<file path="src/rtl/sar_pkg.sv">
// Shared types and constants for the successive-approximation comparator controller.
package sar_pkg;

    localparam int unsigned SAR_WIDTH_DEFAULT = 4;
    localparam int unsigned SAR_STATE_W       = 2;

    typedef enum logic [SAR_STATE_W-1:0] {
        StIdle,
        StTest,
        StDone,
        StSettle
    } sar_state_e;

endpackage

</file>
<file path="src/rtl/sar_cmpge_ctrl_if.sv">
// Comparator-side bundle of the SAR controller: start/result handshake plus trial/cmp_ge loop.
interface sar_cmpge_ctrl_if import sar_pkg::*; #(
    parameter int unsigned WIDTH = SAR_WIDTH_DEFAULT
) ();

    logic             start;
    logic             cmp_ge;
    logic [WIDTH-1:0] trial;
    logic             busy;
    logic             done;
    logic [WIDTH-1:0] result;

    modport master (
        output start,
        output cmp_ge,
        input  trial,
        input  busy,
        input  done,
        input  result
    );

    modport slave (
        input  start,
        input  cmp_ge,
        output trial,
        output busy,
        output done,
        output result
    );

endinterface

</file>
<file path="src/rtl/sar_bit_ptr.sv">
// One-hot bit pointer for the SAR search: loads the MSB, shifts right once per decision.
module sar_bit_ptr import sar_pkg::*; #(
    parameter int unsigned WIDTH = SAR_WIDTH_DEFAULT
) (
    input  logic             clk,
    input  logic             rst_n,
    input  logic             load_i,
    input  logic             shift_i,
    output logic [WIDTH-1:0] ptr_o,
    output logic             last_o
);

    localparam logic [WIDTH-1:0] MsbOne = {1'b1, {(WIDTH-1){1'b0}}};

    logic [WIDTH-1:0] ptr_d, ptr_q;

    always_comb begin
        ptr_d = ptr_q;
        if (load_i) begin
            ptr_d = MsbOne;
        end else if (shift_i) begin
            ptr_d = ptr_q >> 1;
        end
    end

    always_ff @(posedge clk or negedge rst_n) begin
        if (!rst_n) begin
            ptr_q <= '0;
        end else begin
            ptr_q <= ptr_d;
        end
    end

    assign ptr_o  = ptr_q;
    assign last_o = ptr_q[0];

endmodule

</file>
<file path="src/rtl/sar_cmpge_ctrl.sv">
// MSB-first SAR controller driving an external a >= trial comparator.
// Define SAR_SETTLE_EN to add a one-cycle SETTLE state before each decision.
module sar_cmpge_ctrl import sar_pkg::*; #(
    parameter int unsigned WIDTH = SAR_WIDTH_DEFAULT
) (
    input logic              clk,
    input logic              rst_n,
    sar_cmpge_ctrl_if.slave  bus
);

    localparam logic [WIDTH-1:0] MsbOne = {1'b1, {(WIDTH-1){1'b0}}};
`ifdef SAR_SETTLE_EN
    localparam sar_state_e StBit = StSettle;
`else
    localparam sar_state_e StBit = StTest;
`endif

    sar_state_e       state_d, state_q;
    logic [WIDTH-1:0] trial_d, trial_q;
    logic [WIDTH-1:0] result_d, result_q;
    logic             busy_d, busy_q;
    logic             done_d, done_q;

    logic             ptr_load, ptr_shift, ptr_last;
    logic [WIDTH-1:0] ptr, ptr_next, decided;

    sar_bit_ptr #(
        .WIDTH (WIDTH)
    ) u_bit_ptr (
        .clk     (clk),
        .rst_n   (rst_n),
        .load_i  (ptr_load),
        .shift_i (ptr_shift),
        .ptr_o   (ptr),
        .last_o  (ptr_last)
    );

    assign ptr_next = ptr >> 1;
    // Bit under test survives only if a >= trial; cmp_ge is a don't-care outside TEST.
    assign decided  = bus.cmp_ge ? trial_q : (trial_q & ~ptr);

    always_comb begin
        state_d   = state_q;
        trial_d   = trial_q;
        result_d  = result_q;
        busy_d    = busy_q;
        done_d    = 1'b0;
        ptr_load  = 1'b0;
        ptr_shift = 1'b0;
        case (state_q)
            StIdle: begin
                trial_d = '0;
                busy_d  = 1'b0;
                if (bus.start) begin
                    trial_d  = MsbOne;
                    busy_d   = 1'b1;
                    ptr_load = 1'b1;
                    state_d  = StBit;
                end
            end
            StTest: begin
                if (ptr_last) begin
                    trial_d  = decided;
                    result_d = decided;
                    done_d   = 1'b1;
                    busy_d   = 1'b0;
                    state_d  = StDone;
                end else begin
                    trial_d   = decided | ptr_next;
                    ptr_shift = 1'b1;
                    state_d   = StBit;
                end
            end
            StDone: begin
                if (bus.start) begin
                    trial_d  = MsbOne;
                    busy_d   = 1'b1;
                    ptr_load = 1'b1;
                    state_d  = StBit;
                end else begin
                    trial_d = '0;
                    state_d = StIdle;
                end
            end
`ifdef SAR_SETTLE_EN
            StSettle: begin
                state_d = StTest;
            end
`endif
            default: begin
                state_d = StIdle;
            end
        endcase
    end

    always_ff @(posedge clk or negedge rst_n) begin
        if (!rst_n) begin
            state_q  <= StIdle;
            trial_q  <= '0;
            result_q <= '0;
            busy_q   <= 1'b0;
            done_q   <= 1'b0;
        end else begin
            state_q  <= state_d;
            trial_q  <= trial_d;
            result_q <= result_d;
            busy_q   <= busy_d;
            done_q   <= done_d;
        end
    end

    assign bus.trial  = trial_q;
    assign bus.busy   = busy_q;
    assign bus.done   = done_q;
    assign bus.result = result_q;

endmodule

</file>
<file path="src/flat_wrapper.sv">
// flat-port wrapper written by rule: the top's interface ports become plain ports
module sar_cmpge_ctrl_flat import sar_pkg::*;
#(
    parameter int unsigned WIDTH = SAR_WIDTH_DEFAULT
)
  (clk, rst_n, bus_start, bus_cmp_ge, bus_trial, bus_busy, bus_done, bus_result);
  sar_cmpge_ctrl_if #(.WIDTH(WIDTH)) bus_i ();
  input logic clk;
  input logic rst_n;
  input wire logic [$bits(bus_i.start)-1:0] bus_start;
  input wire logic [$bits(bus_i.cmp_ge)-1:0] bus_cmp_ge;
  output wire logic [$bits(bus_i.trial)-1:0] bus_trial;
  output wire logic [$bits(bus_i.busy)-1:0] bus_busy;
  output wire logic [$bits(bus_i.done)-1:0] bus_done;
  output wire logic [$bits(bus_i.result)-1:0] bus_result;
  assign bus_i.start = bus_start;
  assign bus_i.cmp_ge = bus_cmp_ge;
  assign bus_trial = bus_i.trial;
  assign bus_busy = bus_i.busy;
  assign bus_done = bus_i.done;
  assign bus_result = bus_i.result;
  sar_cmpge_ctrl #(.WIDTH(WIDTH)) u_core (.clk(clk), .rst_n(rst_n), .bus(bus_i));
endmodule
</file>
<file path="config.mk">
export PLATFORM = sky130hd
export DESIGN_NAME = sar_cmpge_ctrl_flat
export DESIGN_NICKNAME = d
export VERILOG_FILES = /design/src/rtl/sar_pkg.sv /design/src/rtl/sar_cmpge_ctrl_if.sv /design/src/rtl/sar_bit_ptr.sv /design/src/rtl/sar_cmpge_ctrl.sv /design/src/flat_wrapper.sv
export SDC_FILE = /design/constraint.sdc
export NUM_CORES = 1
export LEC_CHECK = 0
export CAP_MARGIN = 0
export CORE_ASPECT_RATIO = 0.8
export CORE_MARGIN = 2
export CORE_UTILIZATION = 45
export CTS_CLUSTER_SIZE = 20
export DETAILED_ROUTE_END_ITERATION = 10
export HOLD_SLACK_MARGIN = 0.05
export PLACE_DENSITY = 0.8
export SLEW_MARGIN = 20
export SYNTH_ARGS = -nofsm -noshare
export SYNTH_HDL_FRONTEND = slang
export SYNTH_SLANG_ARGS = --single-unit
</file>
<file path="constraint.sdc">
create_clock -name clk -period 1.7 [get_ports clk]
set_input_delay 0.34 -clock clk [delete_from_list [all_inputs] [get_ports clk]]
set_output_delay 0.34 -clock clk [all_outputs]
set_load 0.03 [all_outputs]
</file>
### Local utilization

Scale: 6 px per um. The die is cut into 10 by 8 equal tiles; dark purple is low, yellow is high, 0 to 100% covered.
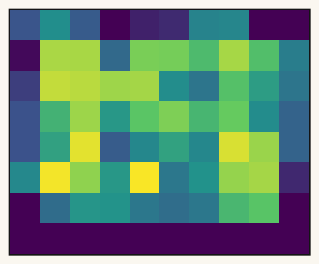
fullest tile: 99%
mean over tiles: 46%
tiles over 75% full: 25%

### Where the registers sit

Scale: 8 px per um. Other sequential cells in the stronger gray, the rest of the logic in the fainter gray.
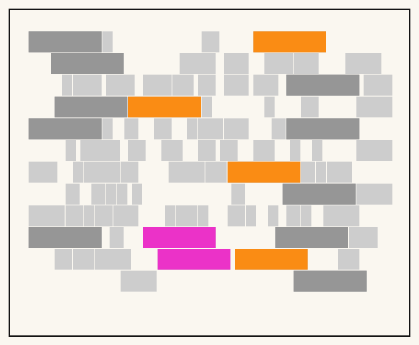
| signal | color | flops |
|---|---|---|
| `u_core.state_q` | magenta | 2 |
| `u_core.bus.trial` | orange | 4 |

### Wires at chosen ports, followed through buffers

Scale: 8 px per um.
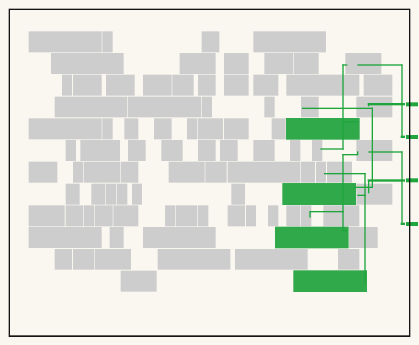
| port | color | direction | edge | end cells | buffers | wire |
|---|---|---|---|---|---|---|
| `bus_result` | green | output | right | 4 | 4 | 112 um |

### Clock routing

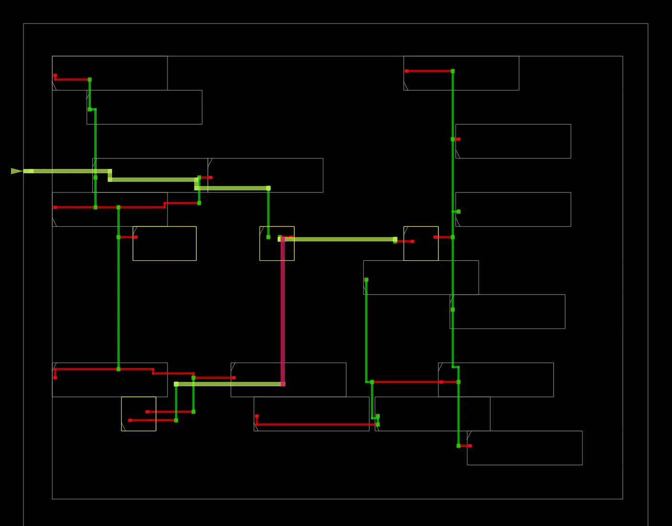
clk_skew: 0.00388 ns
Num Clock Sinks: 16

==> impl_metrics.tcl <==
# collected from the flow reports
set metrics [dict create \
    antenna_cells 0 \
    reg2reg_from "u_core.state_q[0]$_DFFE_PN0P_" \
    slew_headroom 0.709 \
    critPathBufInv 1 \
    required_ns 1.36 \
    floorplan.core_util 0.470 \
    setup_viol_count_final 0 \
    yosysSeqAreaShare 0.529 \
    grt_pass1_vias 512 \
    worstSkewPairLatency_ns 0.29 \
    grt_overflow_total 0 \
    drv_slew 0 \
    gp_congestion 0.826 \
    outcome "finished clean" \
    p_seq_frac 0.362 \
    layout_top_cell "dfrtp_1" \
    grt.total_usage 0.166 \
    port_buffers 13 \
    mi_logic_area_sq_um 315 \
    finalSetupTns_ns 0 \
    hold_viol 0 \
    powerDensity_mw_per_mm2 1950 \
    routed_via_density 4.94 \
    htreeDepth 1 \
    power.switching_mw 0.804 \
    io_pins 14 \
    rr_worst_depth 5 \
    p_comb_frac 0.504 \
    synthTopCellsByArea "dfrtp_1 (53%), ha_1 (6.6%), a22o_1 (5.8%)" \
    cts_tree "done" \
    p_sw_frac 0.428 \
    ant_nets 0 \
    path_clk_slew_ns 0.09 \
    worstPathMaxFanout 1 \
    ys_warn_count 0 \
    numCtsBuffers 3 \
    firstDrtPassIters 4 \
    power_frac_clock 0.135 \
    min_period_ns 1.61 \
    synth.avg_cell_area_sq_um 10.4 \
    post_cts_buffers 0 \
    syn_inst 73 \
    remaining_drc_errors 0 \
    critical_path_class "flip-flop to output pin" \
    synth_flops 16 \
    internal-power_mw 1.07 \
    root_buffer "clkbuf_4" \
    die-area_sq_mm 0.00203 \
    worstSetupStartpoint "u_core.bus.done$_DFF_PN0_" \
    synth-area-yosys_sq_um 757 \
    final_cell_count_no_fill 112 \
    syn_area_sq_um 757 \
    warning_count 29 \
    clockBufferDepth 2 \
    p_leak_nw 0.562 \
    cp_top_family "buffers and inverters" \
    synth_top_area_share 0.529 \
    grt_max_degree 17 \
    vdd_ir_drop_max_mv 1.20 \
    drive_above_1_share 0.0889 \
    vias 553 \
    tightest_slew_ns 0.435 \
    timing.final.crit_share 0.946 \
    r2r-end "u_core.state_q[0]$_DFFE_PN0P_" \
    slowest_delay_ns 0.65 \
    fmax_mhz 622 \
    routed_wl_um 1450 \
    nets 99 \
    regToRegSetupSlack_ns 0.19 \
    die_w_um 49.9 \
    fillers 137 \
    fp-row-count 13 \
    cp-endpoint "bus_done" \
    arrival_ns 1.27 \
    hp-class "primary input to asynchronous set/reset pin" \
    hpwlAfterDp_um 1040 \
]
## per-stage QoR
stage	power [mW]	hold slack, ns	worst slack, ns	utilization	instance area (sq um)
floorplan	1.36	0.0444	0.433	-	757
global route	2.03	0.373	0.0471	0.598	962
detailed placement	1.66	0.473	0.152	0.566	911
global placement	1.63	0.462	0.184	0.566	911
CTS	1.90	0.367	0.00499	0.587	945
finish	1.88	0.361	0.0913	0.598	962
## metal layers
layer  routed length, um  global-route usage  vias to the layer above
li1                    -                   -                      283
met1                 722               0.224                      254
met2                 637               0.253                       14
met3                  76              0.0547                        2
met4                  11              0.0625                        0
met5                   0                   0                        -
## how the worst min path moves through the flow
stage | startpoint | to | slack, ns | cells after the start
floorplan | rst_n | u_core.bus.busy$_DFFE_PN0P_ | 0.04 | 0
global placement | u_core.bus.result[3]$_DFFE_PN0P_ | u_core.bus.result[3]$_DFFE_PN0P_ | 0.46 | 2
detailed placement | u_core.bus.result[3]$_DFFE_PN0P_ | u_core.bus.result[3]$_DFFE_PN0P_ | 0.47 | 2
CTS | rst_n | u_core.bus.result[0]$_DFFE_PN0P_ | 0.37 | 2
global route | rst_n | u_core.bus.result[0]$_DFFE_PN0P_ | 0.37 | 2
finish | rst_n | u_core.state_q[0]$_DFFE_PN0P_ | 0.36 | 2
## power groups by stage
| stage | Clock, mW | Combinational (mW) | Sequential [mW] |
|---|---|---|---|
| after floorplan | 0 | 0.508 | 0.849 |
| after global placement | 0 | 0.948 | 0.681 |
| after detailed placement | 0 | 0.973 | 0.690 |
| after CTS | 0.259 | 0.964 | 0.681 |
| after global routing | 0.281 | 1.05 | 0.700 |
| final | 0.253 | 0.946 | 0.679 |
## cell usage after synthesis
library cell	n
a21o_1	1
nand2b_1	5
nand2_2	1
ha_1	4
nor2b_1	2
buf_6	1
and2_0	1
mux2i_1	2
a31oi_1	2
buf_4	1
a32o_1	1
nand2_1	9
o22ai_1	1
a31o_2	1
dfrtp_1	16
o21ai_0	4
a21oi_1	3
nor2_1	5
a22o_1	5
o21ai_1	1
inv_1	6
o31ai_1	1
## cell type report
cell class	instances	share of cell area
tap	22	0.0286
multi-input combinational	49	0.328
sequential	16	0.416
inverter	6	0.0234
timing repair buffer	15	0.166
clock buffer	4	0.0377
## sequential cells by signal (all words and copies together) (netlist names)
| signal | count |
|---|---|
| u_core.bus.done | 1 |
| u_core.bus.result | 4 |
| u_core.state_q | 2 |
| u_core.bus.busy | 1 |
| u_core.u_bit_ptr.ptr_o | 4 |
| u_core.bus.trial | 4 |
## cell families after synthesis
| group | synth area share |
|---|---|
| multiplexers | 0.0264 |
| adder cells (fa/ha/maj) | 0.0661 |
| AND/OR/NAND/NOR | 0.144 |
| flip-flops | 0.529 |
| AND-OR/OR-AND | 0.180 |
| buffers and inverters | 0.0545 |
## what timing repair did
| action | CTS | global route |
|---|---|---|
| endpoints found under the setup margin | 2 | 7 |
| gates resized | 2 | 7 |
| hold buffers | 0 | 0 |
Power is estimated from default activity; no workload was simulated.
